**config.mk**
```make
export PLATFORM = sky130hd
export DESIGN_NAME = rr_arbiter4
export DESIGN_NICKNAME = d
export VERILOG_FILES = /design/src/rtl/arb_pkg.sv /design/src/rtl/onehot_enc4.sv /design/src/rtl/rr_arbiter4.sv
export SDC_FILE = /design/constraint.sdc
export NUM_CORES = 1
export LEC_CHECK = 0
export ABC_AREA = 1
export CAP_MARGIN = 25
export CORE_MARGIN = 2
export CORE_UTILIZATION = 55
export CTS_BUF_LIST = sky130_fd_sc_hd__clkbuf_2 sky130_fd_sc_hd__clkbuf_4 sky130_fd_sc_hd__clkbuf_8
export DETAILED_ROUTE_END_ITERATION = 7
export GPL_ROUTABILITY_DRIVEN = 0
export HOLD_SLACK_MARGIN = 0.02
export MAX_ROUTING_LAYER = met4
export PLACE_DENSITY = 0.83
export REMOVE_ABC_BUFFERS = 1
export SLEW_MARGIN = 20
export SYNTH_ARGS = -nofsm -noshare
export SYNTH_HDL_FRONTEND = slang
export SYNTH_SLANG_ARGS = --single-unit
```
**constraint.sdc**
```tcl
create_clock -name clk -period 5.2 [get_ports clk]
set_clock_uncertainty 0.15 [all_clocks]
set_input_delay 1.04 -clock clk [delete_from_list [all_inputs] [get_ports clk]]
set_output_delay 1.04 -clock clk [all_outputs]
set_load 0.05 [all_outputs]
```
**src/rtl/arb_pkg.sv**
```systemverilog
// Shared types and helpers for the 4-way round-robin arbiter.
// Holds the FSM state enum, requester count/index width and the rotating-priority pick.
package arb_pkg;

   localparam int NUM_REQ = 4;
   localparam int IDX_W   = 2;

   typedef enum logic {
      IDLE  = 1'b0,
      GRANT = 1'b1
   } arb_state_t;

   // One-hot pick of the first set request scanning upward from ptr+1, wrapping.
   // Scanning from the farthest slot to the nearest lets the nearest overwrite.
   function automatic logic [NUM_REQ-1:0] rr_pick(input logic [NUM_REQ-1:0] req,
                                                  input logic [IDX_W-1:0]   ptr);
      logic [NUM_REQ-1:0] pick;
      logic [IDX_W-1:0]   idx;
      pick = '0;
      for (int k = NUM_REQ; k >= 1; k--) begin
         idx = ptr + IDX_W'(k);
         if (req[idx]) begin
            pick      = '0;
            pick[idx] = 1'b1;
         end
      end
      return pick;
   endfunction

endpackage

```
**src/rtl/onehot_enc4.sv**
```systemverilog
// Combinational 4-bit one-hot to 2-bit binary index encoder.
// An all-zero input encodes to 2'b00.
module onehot_enc4
   import arb_pkg::*;
(
   input  logic [NUM_REQ-1:0] oh,
   output logic [IDX_W-1:0]   idx
);

   assign idx = {oh[3] | oh[2], oh[3] | oh[1]};

endmodule

```
**src/rtl/rr_arbiter4.sv**
```systemverilog
// Four-requester round-robin arbiter with registered one-hot grant and held ownership.
// Define RR_ARBITER4_TIMEOUT_EN to bound ownership at HOLD_MAX cycles with a timeout pulse.
//
// Handshake: a requester owns the grant from the cycle gnt[i] rises until it either
// drops req[i] or strobes done; release takes effect on the next edge, followed by
// exactly one IDLE cycle in which the next owner is chosen.
module rr_arbiter4
   import arb_pkg::*;
#(
   parameter int HOLD_MAX = 16
) (
   input  logic               clk,
   input  logic               rst,
   input  logic [NUM_REQ-1:0] req,
   input  logic               done,
   output logic [NUM_REQ-1:0] gnt,
   output logic [IDX_W-1:0]   gnt_idx,
   output logic               gnt_valid,
   output logic               timeout
);

   generate
      if (HOLD_MAX < 2 || HOLD_MAX > 255) begin : g_hold_max_range
         $error("rr_arbiter4: HOLD_MAX must lie in 2..255");
      end
   endgenerate

   arb_state_t         state, state_n;
   logic [IDX_W-1:0]   ptr, ptr_n;
   logic [NUM_REQ-1:0] gnt_n;
   logic [IDX_W-1:0]   idx_n;
   logic               timeout_n;

`ifdef RR_ARBITER4_TIMEOUT_EN
   logic [7:0]         hold_cnt, hold_cnt_n;
`endif

   // Index of the next grant feeds both the gnt_idx register and the pointer.
   onehot_enc4 u_enc (
      .oh  (gnt_n),
      .idx (idx_n)
   );

   always_comb begin
      state_n   = state;
      gnt_n     = gnt;
      ptr_n     = ptr;
      timeout_n = 1'b0;
`ifdef RR_ARBITER4_TIMEOUT_EN
      hold_cnt_n = hold_cnt;
`endif
      case (state)
         IDLE: begin
            gnt_n = '0;
            if (|req) begin
               gnt_n   = rr_pick(req, ptr);
               state_n = GRANT;
               ptr_n   = idx_n;
`ifdef RR_ARBITER4_TIMEOUT_EN
               hold_cnt_n = '0;
`endif
            end
         end
         GRANT: begin
            // Natural release wins over a timeout landing in the same cycle.
            if (done || !req[gnt_idx]) begin
               state_n = IDLE;
               gnt_n   = '0;
            end
`ifdef RR_ARBITER4_TIMEOUT_EN
            else if (hold_cnt == 8'(HOLD_MAX - 1)) begin
               state_n   = IDLE;
               gnt_n     = '0;
               timeout_n = 1'b1;
            end else begin
               hold_cnt_n = hold_cnt + 8'd1;
            end
`endif
         end
         default: begin
            state_n = IDLE;
            gnt_n   = '0;
         end
      endcase
   end

   always_ff @(posedge clk) begin
      if (rst) begin
         state     <= IDLE;
         ptr       <= 2'd3;
         gnt       <= '0;
         gnt_idx   <= '0;
         gnt_valid <= 1'b0;
         timeout   <= 1'b0;
`ifdef RR_ARBITER4_TIMEOUT_EN
         hold_cnt  <= '0;
`endif
      end else begin
         state     <= state_n;
         ptr       <= ptr_n;
         gnt       <= gnt_n;
         gnt_idx   <= idx_n;
         gnt_valid <= |gnt_n;
         timeout   <= timeout_n;
`ifdef RR_ARBITER4_TIMEOUT_EN
         hold_cnt  <= hold_cnt_n;
`endif
      end
   end

endmodule

```
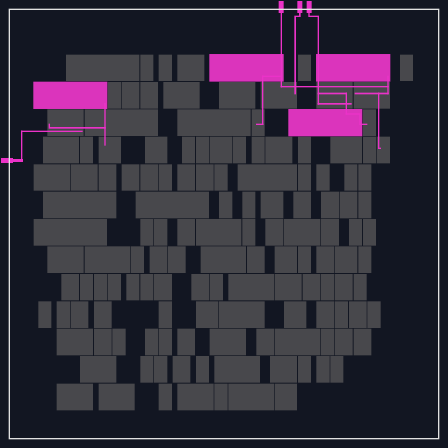
Fig. 1. Nets reached from selected ports (run 1).
Key: magenta = gnt [bits 4, direction output, edge 3 north, 1 west, end cells 4, wire 84.7 um]
number of port buffers: 13
io pins: 15

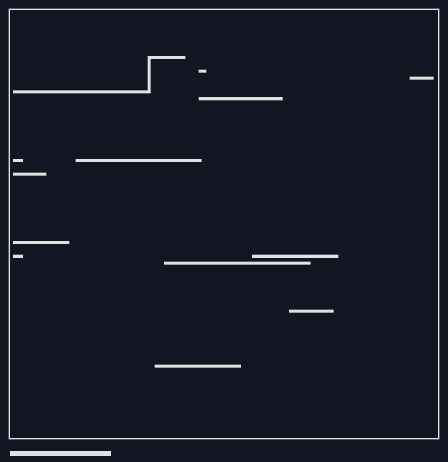
Fig. 2. M3 wires (run 1).
Scale bar: 10 um.
The layer holds 5.1% of the routed length. The layer carries 87.3 um of wire. 11 nets have wire on it. The longest straight run is 14.3 um. The wires run mostly horizontal.
met3 usage: 6.47%
final WL: 1720 um

==> results.json, run 1 <==
{
  "max_freq_mhz": 373,
  "buf_share_pct": 13.4,
  "grt_max_degree": 11,
  "comb_area_share_pct": 54.1,
  "final_area_um2": 972,
  "n_all_inverters": 20,
  "xor_share_pct": 0,
  "grt-busiest-layer": "met2",
  "grt_pass1_wl_um": 3100,
  "cts_made_buffers": 3,
  "setup_violations": 0,
  "timing.final.ws_setup_ns": 2.52,
  "worstHoldStart": "gnt[0]",
  "netlist_area_um2": 813,
  "crit_buf_inv": 1,
  "route.detailed.drc": 0,
  "hold_buffers": 0,
  "reg2reg_depth": 12,
  "tns_ns": 0,
  "nets": 155,
  "core_region_area_um2": 1330,
  "buffers": 13,
  "top_register": "gnt",
  "worst-path-stages": 1,
  "cp_slowest_cell": "clkdlybuf4s50_1",
  "ys_seq_share_pct": 24.6,
  "finalClockPeriodUsage_pct": 51.6,
  "ys_warn_count": 0,
  "r2r_slack_ns": 2.92,
  "seq_share_pct": 20.6,
  "max_cap_violations": 0,
  "crit_path_end": "gnt_idx[0]",
  "syn_area_per_cell_um2": 6.51,
  "core_util_floorplan_pct": 61.0,
  "clkCellAreaFrac_pct": 2.32,
  "insertion_delay_ns": 0.26,
  "worst-path-max-fanout": 5,
  "cp-end-kind": "output pin",
  "crit_chain": "clkdlybuf4s50_1",
  "clockBufferDepth": 2,
  "status": "finished, final reports clean",
  "dp.cells": 151,
  "postPlaceCellArea_um2": 950,
  "fin_cells": 154,
  "fp.dieArea_um2": 1800,
  "clock_buffers": 3,
  "overflow": 0,
  "fp.dieW_um": 42.5,
  "warnings": 31,
  "cts_setup_buffers": 0,
  "filler_cell_count": 116,
  "simple_gate_area_share_pct": 40.2,
  "grt_use_total_pct": 22.6,
  "final_util_pct": 72.9,
  "ys.flops": 10,
  "place_worst_setup_slack_ns": 2.32,
  "htreeDepth": 1,
  "antenna_found_initial": 0,
  "die_h_um": 42.5,
  "gr-usage-met1_pct": 27.2,
  "comb_area_um2": 526,
  "rsz0062_at_grt": "no",
  "grt_pass1_vias": 727,
  "num_antenna_cells": 0,
  "wl_per_cell_um": 11.2,
  "detail_route.first_pass.iterations": 4,
  "drv_slew": 0,
  "synth_cells": 125,
  "tap_cells": 15,
  "final_cell_mix": "nand2_1, nand3_1, inv_1, clkdlybuf4s50_1, dfxtp_1",
  "num_rows": 13,
  "holdPathEnd": "gnt[0]",
  "synth_cell_type_count": 22,
  "hp-class": "reg -> reg",
  "yosys.area_share.adder_pct": 10.8,
  "ys_area_um2": 813,
  "path_clk_slew_ns": 0.06,
  "mux_share_pct": 0,
  "highest_layer": "met4",
  "area_growth_pct": 19.5,
  "compound_area_share_pct": 13.2,
  "worst_ep_arrival_time_ns": 1.49,
  "crit_type": "reg -> out",
  "largest_register_ffs": 4,
  "yosys_cells": 125,
  "finalHoldViolations": 0,
  "critPathLaunchType": "flop",
  "drt_iter0_drc": 26,
  "r2r-start": "ptr[0]",
  "place_hpwl_um": 1380,
  "flop_area_um2": 200,
  "vias_per_cell": 5.26,
  "slew_headroom_pct": 66.0,
  "top_area_cell_class": "logic gates",
  "drive_above_1_share_pct": 12.2,
  "seq_cells": 10,
  "cpPeakStageDelay_ns": 0.83,
  "hold-path-cell-count": 2,
  "wl_met3_um": 87,
  "detail-route-antenna-nets": 0,
  "layout_top_cell": "nand2_1",
  "r2r-end": "gnt_valid",
  "wl_met1_um": 817,
  "ys_top_logic_family": "simple AND/OR/NAND/NOR gates",
  "post_cts_resized": 0,
  "whs_ns": 0.384,
  "reg_top3": "gnt x4, gnt_idx x2, ptr x2",
  "min_period_ns": 2.68,
  "worstPathRequired_ns": 4.01,
  "clock-root-buffer": "clkbuf_4",
  "logic_gates": 93,
  "crit_family": "buffers and inverters",
  "wl_met2_um": 805,
  "critPathLaunch": "gnt_idx[0]",
  "cts_tree": "done"
}
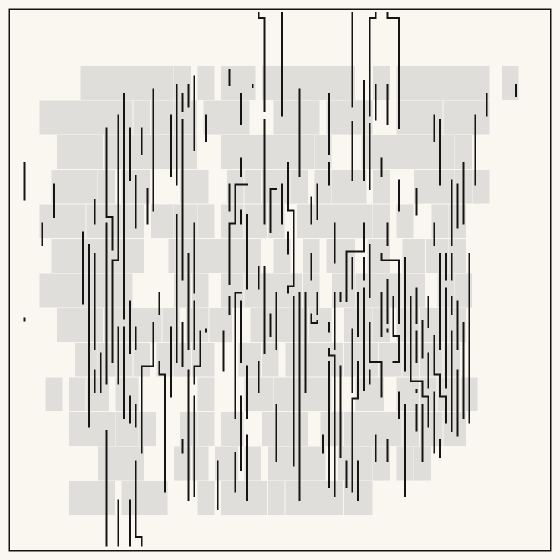
Fig. 3. M2 wires (run 1).
Cells faint in the background.
The layer holds 47% of the routed length. The longest straight run is 17.7 um.
met2 GRT Util: 37.2%
routed via count: 810

run 1: cell usage after synthesis:
master	number	area share [%]
nand4_1	2	1.5
nor2_1	9	4.2
a21oi_2	1	1.1
nand2_1	27	12
clkbuf_2	1	0.61
ha_1	7	11
nand3_1	18	11
inv_2	2	0.92
a31oi_2	1	1.5
nand2_2	6	4.6
nand3b_1	2	1.8
a21oi_1	7	4.3
o21ai_1	2	1.2
o21ai_0	5	3.1
a21oi_4	1	2.0
buf_4	1	0.92
nand3_2	3	3.7
conb_1	1	0.46
or2_1	1	0.77
dfxtp_1	10	25
inv_1	15	6.9
clkinv_1	3	1.4
==> inputs of run 2 (changes only) <==
Settings changed: CORE_UTILIZATION 55 to 48, PLACE_DENSITY 0.83 to 0.77.
Clock period 5.2 ns to 2.45 ns, I/O delays scaled along.
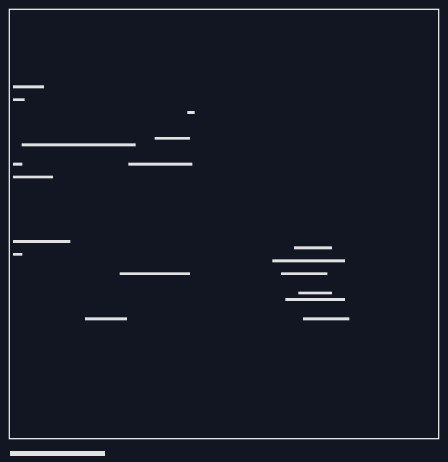
Fig. 4. M3 wires (run 2).
Scale bar: 10 um.
final WL: 1780 um
routed via count: 821
met3 usage: 3.60%

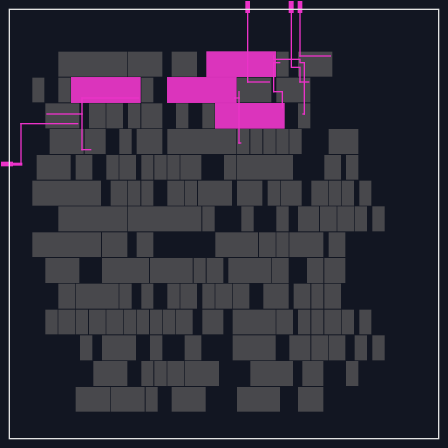
Fig. 5. Nets reached from selected ports (run 2).

==> run 2 against run 1 <==
Net effect:
- hold slack worse by 0.0052 ns
- via count increased by 1.4%
- global-route usage down 1.4 points
- core utilization shrank 8.3 points
- sequential share of layout area fell by 0.37 points
- register-to-register slack worse by 2.6 ns
- non-clock buffer count is 1 higher
- worst setup slack worse by 2.2 ns
- highest routed layer unchanged
==> results.json, run 2 <==
{
  "ys_dominant_reg_cell": "dfxtp_1",
  "worstPathRequired_ns": 2.47,
  "nets": 156,
  "final_area_um2": 996,
  "crit_family": "simple AND/OR/NAND/NOR gates",
  "path_clk_slew_ns": 0.06,
  "vias_per_cell": 5.23,
  "tns_ns": 0,
  "worst-path-stages": 11,
  "route.detailed.drc": 0,
  "clockBufferDepth": 2,
  "post_cts_resized": 0,
  "largest_area_cell": "dfxtp_1",
  "logic_gates": 93,
  "status": "finished, final reports clean",
  "wl_per_cell_um": 11.3,
  "drt_iter0_drc": 41,
  "comb_area_um2": 526,
  "syn_area_per_cell_um2": 6.51,
  "final_cell_mix": "nand2_1, nand3_1, inv_1, clkdlybuf4s50_1",
  "reg_top3": "gnt x4, gnt_idx x2, ptr x2",
  "postPlaceCellArea_um2": 958,
  "synth-async-reset-ratio_pct": 0,
  "worstHoldStart": "gnt[0]",
  "overflow": 0,
  "synth_cells": 125,
  "filler_cell_count": 148,
  "clock_buffers": 4,
  "crit_buf_inv": 3,
  "critPathLaunch": "ptr[1]",
  "max_freq_mhz": 469,
  "largest_register_ffs": 4,
  "synth-edff-count": 0,
  "tap_cells": 16,
  "fp.dieArea_um2": 2040,
  "hp-class": "reg -> reg",
  "drv_slew": 0,
  "synth.most_common_cell": "nand2_1",
  "finalClockPeriodUsage_pct": 87.1,
  "r2r-end": "gnt_valid",
  "buf_share_pct": 13.8,
  "crit_path_end": "gnt_valid",
  "hold-path-cell-count": 2,
  "seq_share_pct": 20.2,
  "fp.dieW_um": 45.2,
  "synth_cell_type_count": 22,
  "detail_route.first_pass.iterations": 4,
  "htreeDepth": 1,
  "ys.flops": 10,
  "num_antenna_cells": 0,
  "setup_violations": 0,
  "slew_headroom_pct": 66.6,
  "comb_area_share_pct": 52.8,
  "core_util_floorplan_pct": 52.8,
  "r2r_slack_ns": 0.32,
  "warnings": 31,
  "min_period_ns": 2.13,
  "cts_made_buffers": 3
}
run 2: per-layer routing:
metal,part of all wire [%],vias up
met5,0,-
met4,1.2,0
met3,4.3,5
met2,47,28
met1,47,358
li1,-,430
run 2: logic make-up (layout without fill, tap and decap cells):
kind of cell	Yosys count	after routing	synth area share, %
other	1	1	0.461
AOI/OAI and AO/OA	17	17	13.2
buffers and inverters	22	38	10.8
DFF	10	10	24.6
adders and majority gates	7	7	10.8
and+or+nand+nor	68	68	40.2
run 2: metrics by stage:
step                      cells  setup WS, ns
after global placement      153         0.176
final                       157         0.316
after global routing        157        0.0927
after CTS                   157         0.209
after detailed placement    153         0.142
after floorplan             123         0.409
